## config.mk

```make
export PLATFORM = sky130hd
export DESIGN_NAME = fetch_decode_queue
export DESIGN_NICKNAME = d
export VERILOG_FILES = /design/src/rtl/fetch_decode_queue_pkg.sv /design/src/rtl/fetch_decode_queue_opcode_decode.sv /design/src/rtl/fetch_decode_queue.sv
export SDC_FILE = /design/constraint.sdc
export NUM_CORES = 1
export LEC_CHECK = 0
export CORE_UTILIZATION = 40
export DETAILED_ROUTE_END_ITERATION = 6
export PLACE_DENSITY = 0.6
export SYNTH_ARGS = -nofsm -noshare
export SYNTH_HDL_FRONTEND = slang
export SYNTH_SLANG_ARGS = --single-unit
export TNS_END_PERCENT = 100
```

## constraint.sdc

```tcl
create_clock -name clk -period 7.28 [get_ports clk]
set_input_delay 1.456 -clock clk [delete_from_list [all_inputs] [get_ports clk]]
set_output_delay 1.456 -clock clk [all_outputs]
set_load 0.03 [all_outputs]
```

## src/rtl/fetch_decode_queue_pkg.sv

```systemverilog
// Shared codes and decoded-entry layout for the 6502 fetch/decode front end.
// Latency: n/a (types, constants and pure helper functions only).
// Backpressure: n/a.
package fetch_decode_queue_pkg;

  // Addressing-mode codes
  localparam logic [1:0] MODE_IMP = 2'd0;
  localparam logic [1:0] MODE_IMM = 2'd1;
  localparam logic [1:0] MODE_ZP  = 2'd2;
  localparam logic [1:0] MODE_ABS = 2'd3;

  // Instruction-type codes
  localparam logic [3:0] TYPE_NONE   = 4'd0;
  localparam logic [3:0] TYPE_ALU    = 4'd1;
  localparam logic [3:0] TYPE_LOAD   = 4'd2;
  localparam logic [3:0] TYPE_STORE  = 4'd3;
  localparam logic [3:0] TYPE_JUMP   = 4'd4;
  localparam logic [3:0] TYPE_BRANCH = 4'd5;
  localparam logic [3:0] TYPE_RMW    = 4'd6;
  localparam logic [3:0] TYPE_SHIFT  = 4'd7;
  localparam logic [3:0] TYPE_INDEX  = 4'd8;

  // Destination (or, for stores, source) register codes
  localparam logic [2:0] DEST_NONE = 3'd0;
  localparam logic [2:0] DEST_A    = 3'd1;
  localparam logic [2:0] DEST_X    = 3'd2;
  localparam logic [2:0] DEST_Y    = 3'd3;
  localparam logic [2:0] DEST_MEM  = 3'd4;

  // ALU operation codes understood by the execute stage
  localparam logic [4:0] ALU_NOP = 5'd0;
  localparam logic [4:0] ALU_ADD = 5'd1;
  localparam logic [4:0] ALU_SUB = 5'd2;
  localparam logic [4:0] ALU_AND = 5'd3;
  localparam logic [4:0] ALU_EOR = 5'd4;
  localparam logic [4:0] ALU_ORA = 5'd5;
  localparam logic [4:0] ALU_ASL = 5'd6;
  localparam logic [4:0] ALU_ROL = 5'd7;
  localparam logic [4:0] ALU_LSR = 5'd8;
  localparam logic [4:0] ALU_ROR = 5'd9;
  localparam logic [4:0] ALU_INC = 5'd10;
  localparam logic [4:0] ALU_DEC = 5'd11;

  // Decoded-entry field widths
  localparam int OPCODE_W  = 8;
  localparam int OPERAND_W = 16;

  typedef struct packed {
    logic [4:0] alu_op;
    logic       use_alu;
    logic       mem_read;
    logic       mem_write;
    logic [1:0] addr_mode;
    logic [1:0] instr_size;
    logic [3:0] instr_type;
    logic [2:0] reg_dest;
    logic       illegal;
  } dec_t;

  typedef enum logic [1:0] {
    ST_OP   = 2'd0,
    ST_LO   = 2'd1,
    ST_HI   = 2'd2,
    ST_HOLD = 2'd3
  } fetch_state_e;

  // Instruction length follows directly from the addressing mode.
  function automatic logic [1:0] mode_size(input logic [1:0] mode);
    case (mode)
      MODE_IMP: return 2'd1;
      MODE_ABS: return 2'd3;
      default:  return 2'd2;
    endcase
  endfunction

  function automatic dec_t mk_dec(input logic [4:0] alu_op, input logic use_alu,
                                  input logic mem_read, input logic mem_write,
                                  input logic [1:0] mode, input logic [3:0] itype,
                                  input logic [2:0] dest);
    dec_t d;
    d.alu_op     = alu_op;
    d.use_alu    = use_alu;
    d.mem_read   = mem_read;
    d.mem_write  = mem_write;
    d.addr_mode  = mode;
    d.instr_size = mode_size(mode);
    d.instr_type = itype;
    d.reg_dest   = dest;
    d.illegal    = 1'b0;
    return d;
  endfunction

endpackage

```

## src/rtl/fetch_decode_queue_opcode_decode.sv

```systemverilog
// Opcode-to-control-bundle decoder for the supported 6502 subset.
// Latency: purely combinational, zero cycles.
// Backpressure: none; output follows the opcode input directly.
module opcode_decode
  import fetch_decode_queue_pkg::*;
#(
  parameter int ENABLE_ABS = 1
) (
  input  logic [7:0] opcode,
  output dec_t       dec
);

  // Unknown opcodes fall through as single-byte illegal entries with no side effects.
  always_comb begin
    dec            = '0;
    dec.instr_size = 2'd1;
    dec.illegal    = 1'b1;
    case (opcode)
      8'h0A: dec = mk_dec(ALU_ASL, 1'b1, 1'b0, 1'b0, MODE_IMP, TYPE_SHIFT, DEST_A);
      8'h2A: dec = mk_dec(ALU_ROL, 1'b1, 1'b0, 1'b0, MODE_IMP, TYPE_SHIFT, DEST_A);
      8'h4A: dec = mk_dec(ALU_LSR, 1'b1, 1'b0, 1'b0, MODE_IMP, TYPE_SHIFT, DEST_A);
      8'h6A: dec = mk_dec(ALU_ROR, 1'b1, 1'b0, 1'b0, MODE_IMP, TYPE_SHIFT, DEST_A);
      8'hA9: dec = mk_dec(ALU_NOP, 1'b0, 1'b0, 1'b0, MODE_IMM, TYPE_LOAD, DEST_A);
      8'hA5: dec = mk_dec(ALU_NOP, 1'b0, 1'b1, 1'b0, MODE_ZP,  TYPE_LOAD, DEST_A);
      8'hA2: dec = mk_dec(ALU_NOP, 1'b0, 1'b0, 1'b0, MODE_IMM, TYPE_LOAD, DEST_X);
      8'hA6: dec = mk_dec(ALU_NOP, 1'b0, 1'b1, 1'b0, MODE_ZP,  TYPE_LOAD, DEST_X);
      8'hA0: dec = mk_dec(ALU_NOP, 1'b0, 1'b0, 1'b0, MODE_IMM, TYPE_LOAD, DEST_Y);
      8'hA4: dec = mk_dec(ALU_NOP, 1'b0, 1'b1, 1'b0, MODE_ZP,  TYPE_LOAD, DEST_Y);
      // Stores carry the source register in reg_dest.
      8'h85: dec = mk_dec(ALU_NOP, 1'b0, 1'b0, 1'b1, MODE_ZP, TYPE_STORE, DEST_A);
      8'h86: dec = mk_dec(ALU_NOP, 1'b0, 1'b0, 1'b1, MODE_ZP, TYPE_STORE, DEST_X);
      8'h84: dec = mk_dec(ALU_NOP, 1'b0, 1'b0, 1'b1, MODE_ZP, TYPE_STORE, DEST_Y);
      8'h69: dec = mk_dec(ALU_ADD, 1'b1, 1'b0, 1'b0, MODE_IMM, TYPE_ALU, DEST_A);
      8'hE9: dec = mk_dec(ALU_SUB, 1'b1, 1'b0, 1'b0, MODE_IMM, TYPE_ALU, DEST_A);
      8'h29: dec = mk_dec(ALU_AND, 1'b1, 1'b0, 1'b0, MODE_IMM, TYPE_ALU, DEST_A);
      8'h49: dec = mk_dec(ALU_EOR, 1'b1, 1'b0, 1'b0, MODE_IMM, TYPE_ALU, DEST_A);
      8'h09: dec = mk_dec(ALU_ORA, 1'b1, 1'b0, 1'b0, MODE_IMM, TYPE_ALU, DEST_A);
      8'h45: dec = mk_dec(ALU_EOR, 1'b1, 1'b1, 1'b0, MODE_ZP, TYPE_ALU, DEST_A);
      8'h05: dec = mk_dec(ALU_ORA, 1'b1, 1'b1, 1'b0, MODE_ZP, TYPE_ALU, DEST_A);
      8'hE6: dec = mk_dec(ALU_INC, 1'b1, 1'b1, 1'b1, MODE_ZP, TYPE_RMW, DEST_MEM);
      8'hC6: dec = mk_dec(ALU_DEC, 1'b1, 1'b1, 1'b1, MODE_ZP, TYPE_RMW, DEST_MEM);
      8'h4C: dec = mk_dec(ALU_NOP, 1'b0, 1'b0, 1'b0, MODE_ABS, TYPE_JUMP, DEST_NONE);
      // Relative branch offsets travel as a one-byte immediate.
      8'hF0: dec = mk_dec(ALU_NOP, 1'b0, 1'b0, 1'b0, MODE_IMM, TYPE_BRANCH, DEST_NONE);
      8'hD0: dec = mk_dec(ALU_NOP, 1'b0, 1'b0, 1'b0, MODE_IMM, TYPE_BRANCH, DEST_NONE);
      8'hE8: dec = mk_dec(ALU_INC, 1'b1, 1'b0, 1'b0, MODE_IMP, TYPE_INDEX, DEST_X);
      8'hCA: dec = mk_dec(ALU_DEC, 1'b1, 1'b0, 1'b0, MODE_IMP, TYPE_INDEX, DEST_X);
      8'h88: dec = mk_dec(ALU_DEC, 1'b1, 1'b0, 1'b0, MODE_IMP, TYPE_INDEX, DEST_Y);
      8'hC8: dec = mk_dec(ALU_INC, 1'b1, 1'b0, 1'b0, MODE_IMP, TYPE_INDEX, DEST_Y);
      8'hAD: if (ENABLE_ABS != 0) dec = mk_dec(ALU_NOP, 1'b0, 1'b1, 1'b0, MODE_ABS, TYPE_LOAD, DEST_A);
      8'hAE: if (ENABLE_ABS != 0) dec = mk_dec(ALU_NOP, 1'b0, 1'b1, 1'b0, MODE_ABS, TYPE_LOAD, DEST_X);
      8'h8D: if (ENABLE_ABS != 0) dec = mk_dec(ALU_NOP, 1'b0, 1'b0, 1'b1, MODE_ABS, TYPE_STORE, DEST_A);
      8'h8E: if (ENABLE_ABS != 0) dec = mk_dec(ALU_NOP, 1'b0, 1'b0, 1'b1, MODE_ABS, TYPE_STORE, DEST_X);
      default: ;
    endcase
  end

endmodule

```

## src/rtl/fetch_decode_queue.sv

```systemverilog
// Fetches 6502 instruction bytes, assembles opcode+operands, decodes and queues entries.
// Latency: entry is visible on out_valid the cycle after its last byte is accepted.
// Backpressure: full queue parks the finished entry in HOLD with fetch_req low; flush empties.
module fetch_decode_queue
  import fetch_decode_queue_pkg::*;
#(
  parameter int          QUEUE_DEPTH = 4,   // power of two, >= 2
  parameter int          ADDR_W      = 16,
  parameter int unsigned RESET_PC    = 0,
  parameter int          ENABLE_ABS  = 1
) (
  input  logic              clk,
  input  logic              rst,
  output logic              fetch_req,
  output logic [ADDR_W-1:0] fetch_addr,
  input  logic [7:0]        fetch_data,
  input  logic              fetch_valid,
  input  logic              flush,
  input  logic [ADDR_W-1:0] flush_pc,
  output logic              out_valid,
  input  logic              out_ready,
  output logic [ADDR_W-1:0] out_pc,
  output logic [7:0]        out_opcode,
  output logic [15:0]       out_operand,
  output logic [4:0]        out_alu_op,
  output logic              out_use_alu,
  output logic              out_mem_read,
  output logic              out_mem_write,
  output logic [1:0]        out_addr_mode,
  output logic [1:0]        out_instr_size,
  output logic [3:0]        out_instr_type,
  output logic [2:0]        out_reg_dest,
  output logic              out_illegal
);

  localparam int PTR_W = $clog2(QUEUE_DEPTH);
  localparam int CNT_W = $clog2(QUEUE_DEPTH + 1);

  typedef struct packed {
    logic [ADDR_W-1:0]    pc;
    logic [OPCODE_W-1:0]  opcode;
    logic [OPERAND_W-1:0] operand;
    dec_t                 dec;
  } entry_t;

  fetch_state_e      state_q, state_d;
  logic [ADDR_W-1:0] pc_q;       // next byte address
  logic [ADDR_W-1:0] ipc_q;      // address of the current instruction's opcode
  logic [7:0]        op_q;       // opcode of the instruction being assembled
  logic [7:0]        lo_q;       // operand low byte
  entry_t            hold_q;     // finished entry waiting for queue space

  entry_t            mem_q [QUEUE_DEPTH];
  logic [PTR_W-1:0]  head_q, tail_q;
  logic [CNT_W-1:0]  count_q;

  logic              accept, pop, space, instr_done, push;
  logic [7:0]        dec_opcode;
  dec_t              dec_w;
  entry_t            new_entry, push_entry, head_entry;

  assign fetch_req  = !rst && (state_q != ST_HOLD);
  assign fetch_addr = pc_q;
  assign accept     = fetch_req && fetch_valid;

  // In OP the returning byte is decoded directly; later bytes reuse the latched opcode.
  assign dec_opcode = (state_q == ST_OP) ? fetch_data : op_q;

  opcode_decode #(
    .ENABLE_ABS (ENABLE_ABS)
  ) u_decode (
    .opcode (dec_opcode),
    .dec    (dec_w)
  );

  assign out_valid = !rst && (count_q != '0);
  assign pop       = out_valid && out_ready;
  // A same-cycle pop frees a slot, so a full queue can still accept.
  assign space     = (count_q < CNT_W'(QUEUE_DEPTH)) || pop;

  // Next-state and entry assembly for the byte being accepted this cycle.
  always_comb begin
    state_d           = state_q;
    instr_done        = 1'b0;
    new_entry.pc      = ipc_q;
    new_entry.opcode  = op_q;
    new_entry.operand = '0;
    new_entry.dec     = dec_w;
    case (state_q)
      ST_OP: begin
        new_entry.pc     = pc_q;
        new_entry.opcode = fetch_data;
        if (accept) begin
          if (dec_w.instr_size == 2'd1) instr_done = 1'b1;
          else                          state_d    = ST_LO;
        end
      end
      ST_LO: begin
        new_entry.operand = {8'h00, fetch_data};
        if (accept) begin
          if (dec_w.instr_size == 2'd2) instr_done = 1'b1;
          else                          state_d    = ST_HI;
        end
      end
      ST_HI: begin
        new_entry.operand = {fetch_data, lo_q};
        if (accept) instr_done = 1'b1;
      end
      ST_HOLD: begin
        if (space) state_d = ST_OP;
      end
      default: state_d = ST_OP;
    endcase
    if (instr_done) state_d = space ? ST_OP : ST_HOLD;
    if (flush)      state_d = ST_OP;
  end

  assign push       = (instr_done || (state_q == ST_HOLD)) && space && !flush && !rst;
  assign push_entry = (state_q == ST_HOLD) ? hold_q : new_entry;

  // Fetch state and program counter; flush redirects and drops any byte accepted with it.
  always_ff @(posedge clk) begin
    if (rst) begin
      state_q <= ST_OP;
      pc_q    <= ADDR_W'(RESET_PC);
    end else if (flush) begin
      state_q <= ST_OP;
      pc_q    <= flush_pc;
    end else begin
      state_q <= state_d;
      if (accept) pc_q <= pc_q + ADDR_W'(1);
    end
  end

  // Partial-instruction bytes and the parked entry; stale contents are harmless after reset.
  always_ff @(posedge clk) begin
    if (accept && (state_q == ST_OP)) begin
      op_q  <= fetch_data;
      ipc_q <= pc_q;
    end
    if (accept && (state_q == ST_LO)) lo_q <= fetch_data;
    if (instr_done && !space) hold_q <= new_entry;
  end

  // Queue pointers and occupancy.
  always_ff @(posedge clk) begin
    if (rst || flush) begin
      head_q  <= '0;
      tail_q  <= '0;
      count_q <= '0;
    end else begin
      if (push) tail_q <= tail_q + PTR_W'(1);
      if (pop)  head_q <= head_q + PTR_W'(1);
      case ({push, pop})
        2'b10:   count_q <= count_q + CNT_W'(1);
        2'b01:   count_q <= count_q - CNT_W'(1);
        default: ;
      endcase
    end
  end

  // Queue storage write port.
  always_ff @(posedge clk) begin
    if (push) mem_q[tail_q] <= push_entry;
  end

  // Head fields are forced to zero while empty or in reset.
  assign head_entry     = out_valid ? mem_q[head_q] : '0;
  assign out_pc         = head_entry.pc;
  assign out_opcode     = head_entry.opcode;
  assign out_operand    = head_entry.operand;
  assign out_alu_op     = head_entry.dec.alu_op;
  assign out_use_alu    = head_entry.dec.use_alu;
  assign out_mem_read   = head_entry.dec.mem_read;
  assign out_mem_write  = head_entry.dec.mem_write;
  assign out_addr_mode  = head_entry.dec.addr_mode;
  assign out_instr_size = head_entry.dec.instr_size;
  assign out_instr_type = head_entry.dec.instr_type;
  assign out_reg_dest   = head_entry.dec.reg_dest;
  assign out_illegal    = head_entry.dec.illegal;

endmodule

```

==> images/m4.png <==
The bar under the picture is 50 um long. Supply wires on this layer in grey.
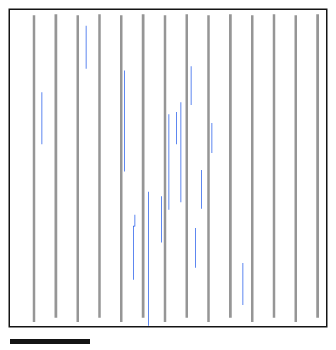
wire length on this layer: 531 um
share of all routed wire: 1.7%
nets with wire on the layer: 8

==> images/placed.png <==
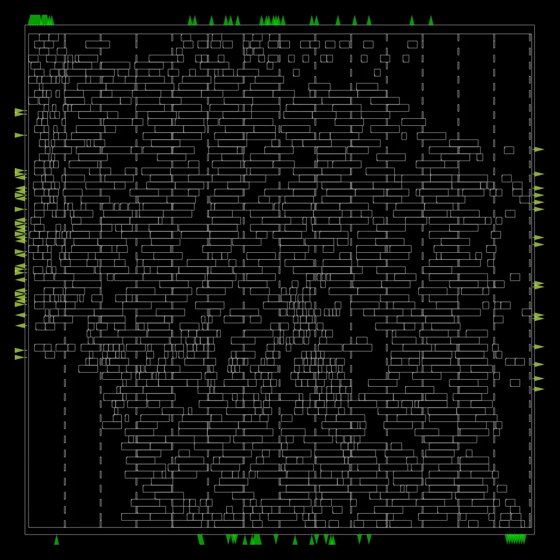
sequential share of cell area: 58.0%
core region area: 37000 um^2
layout sequential cell count: 354

==> images/ff_map.png <==
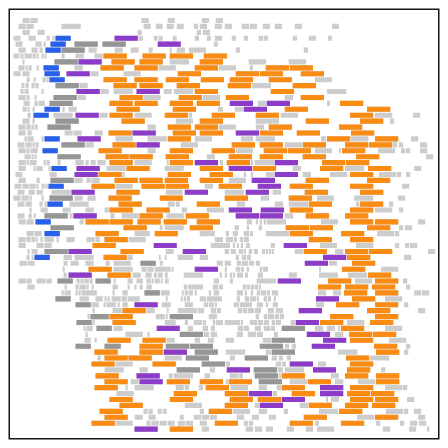
legend:
  `mem_q`:
    colour: orange
    sequential_cells: 236
    where: all over the die
  `hold_q`:
    colour: purple
    sequential_cells: 59
  `fetch_addr`:
    colour: blue
    sequential_cells: 16
not coloured: 43
sequential cell area: 10400 um^2
flip-flop and latch power: 2.26 mW
Util after Layout: 48.4%

==> qor.json <==
{
  "pwr": {
    "switching_component_of_the_power_uw": 882,
    "leakage_power_figure_nw": 5.97,
    "power_frac_seq_pct": 53.8,
    "max-vdd-ir-drop_mv": 0.133
  },
  "floorplanning": {
    "design.portCount": 107,
    "core_util_floorplan_pct": 41.0,
    "floorplan.die.width_um": 197
  },
  "synth": {
    "postSynthSeqShare_pct": 68.4,
    "synth.comb.largest_family": "multiplexers",
    "synth.most_common_cell": "edfxtp_1",
    "mux_share_pct": 15.0,
    "synth-cells-yosys": 916,
    "synth-edff-count": 327,
    "adder_share_pct": 0.958,
    "synth_net_count": 956,
    "post_synth_inst_count": 916
  },
  "grt": {
    "grtUsageTotal_pct": 16.5,
    "grt_pass1_wl_um": 48500,
    "grt_antenna_before_repair": 0
  },
  "critical_path": {
    "crit_arrival_ps": 3930,
    "critical_path.max_fanout": 34,
    "crit_chain": "clkdlybuf4s50_1 > buf_4 > nor2_4 > buf_4 > and2_1 > clkdlybuf4s50_1",
    "setup.worst_path.end_class": "output pin",
    "startpoint_type": "input pin",
    "crit_slowest_cell": "clkdlybuf4s50_1"
  },
  "layout": {
    "layout_top_registers": "mem_q: 236 flops, hold_q: 59 flops",
    "non_clock_buffer_count": 119,
    "top_register": "mem_q",
    "final_design_area_no_fill_um2": 17900,
    "layout_top_cells_excl_fill_tap": "edfxtp_1, clkdlybuf4s50_1, mux2_2",
    "buf_share_pct": 6.68,
    "num-nets-final": 1065,
    "antenna-diode-count": 0
  },
  "place": {
    "placed_instance_count": 1491
  },
  "clock_network": {
    "clock_tree.buffer_depth": 3,
    "cts_root_buf": "clkbuf_16",
    "cts_hold_repair_buffers": 0
  },
  "routing": {
    "routed.top_layer": "met4",
    "drtAntennaViolNets": 0,
    "via_count": 8131,
    "wirelength_met1_um": 14400,
    "first_pass_iters": 4,
    "total_wirelength_of_the_detailed_routed_design_um": 31200
  },
  "timing": {
    "rsz0062_at_grt": "false",
    "tns_ps": 0,
    "clock_skew_ps": 18.7,
    "finalSetupViolCount": 0,
    "worstMarginPinSlew_ps": 1050
  },
  "run_status": {
    "outcome": "complete, no violations"
  }
}
==> images/route_heat.png <==
The bar under the picture is 50 um long. The die is cut into 39 by 39 equal tiles; dark purple is low, yellow is high, scaled to the fullest tile. Values are wire area over tile area, all layers added.
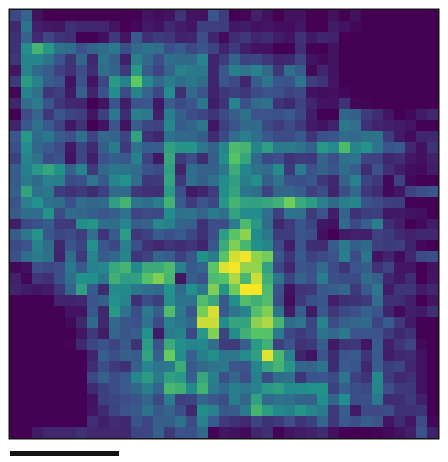
mean over tiles: 0.13
tiles over half the peak: 9.6%
nearly empty tiles: 14%
fullest tile: 0.51
emptiest ninth of the die: north-east

==> images/clock_wires.png <==
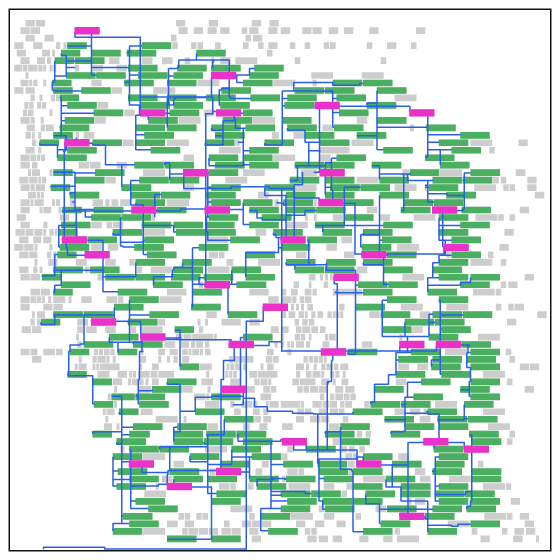
legend:
  clock wires:
    colour: blue
    length: 4060 um
  flip-flops:
    colour: green
    count: 354
  clock-net drivers:
    colour: magenta
    count: 36
routed clock nets: 37
flops lie: all over the die

## power groups by stage
stage               logic, mW  clock network [mW]  registers (mW)
finish                  0.194                1.75            2.26
global route            0.211                1.86            2.26
CTS                     0.195                1.79            2.26
detailed placement      0.194                   0            2.30
global placement        0.194                   0            2.30
floorplan               0.115                   0            2.30
## path summary, 6_finish.rpt
kind                                 start        endpoint  slack (ps)  depth (start not counted)
worst max-delay path                   rst  out_operand[5]        1900                          6
worst max register to register  state_q[0]    mem_q[1][13]        2620                         12
worst min register to register   tail_q[0]       tail_q[0]         510                          1
worst min-delay path             tail_q[0]       tail_q[0]         510                          1
## worst max-delay path, delay by kind of cell
kind	cells	cell delay [ps]
buffers and inverters	4	1680
and+or+nand+nor	2	750
Power figures rest on the tool's default switching activity, not on a simulated workload.
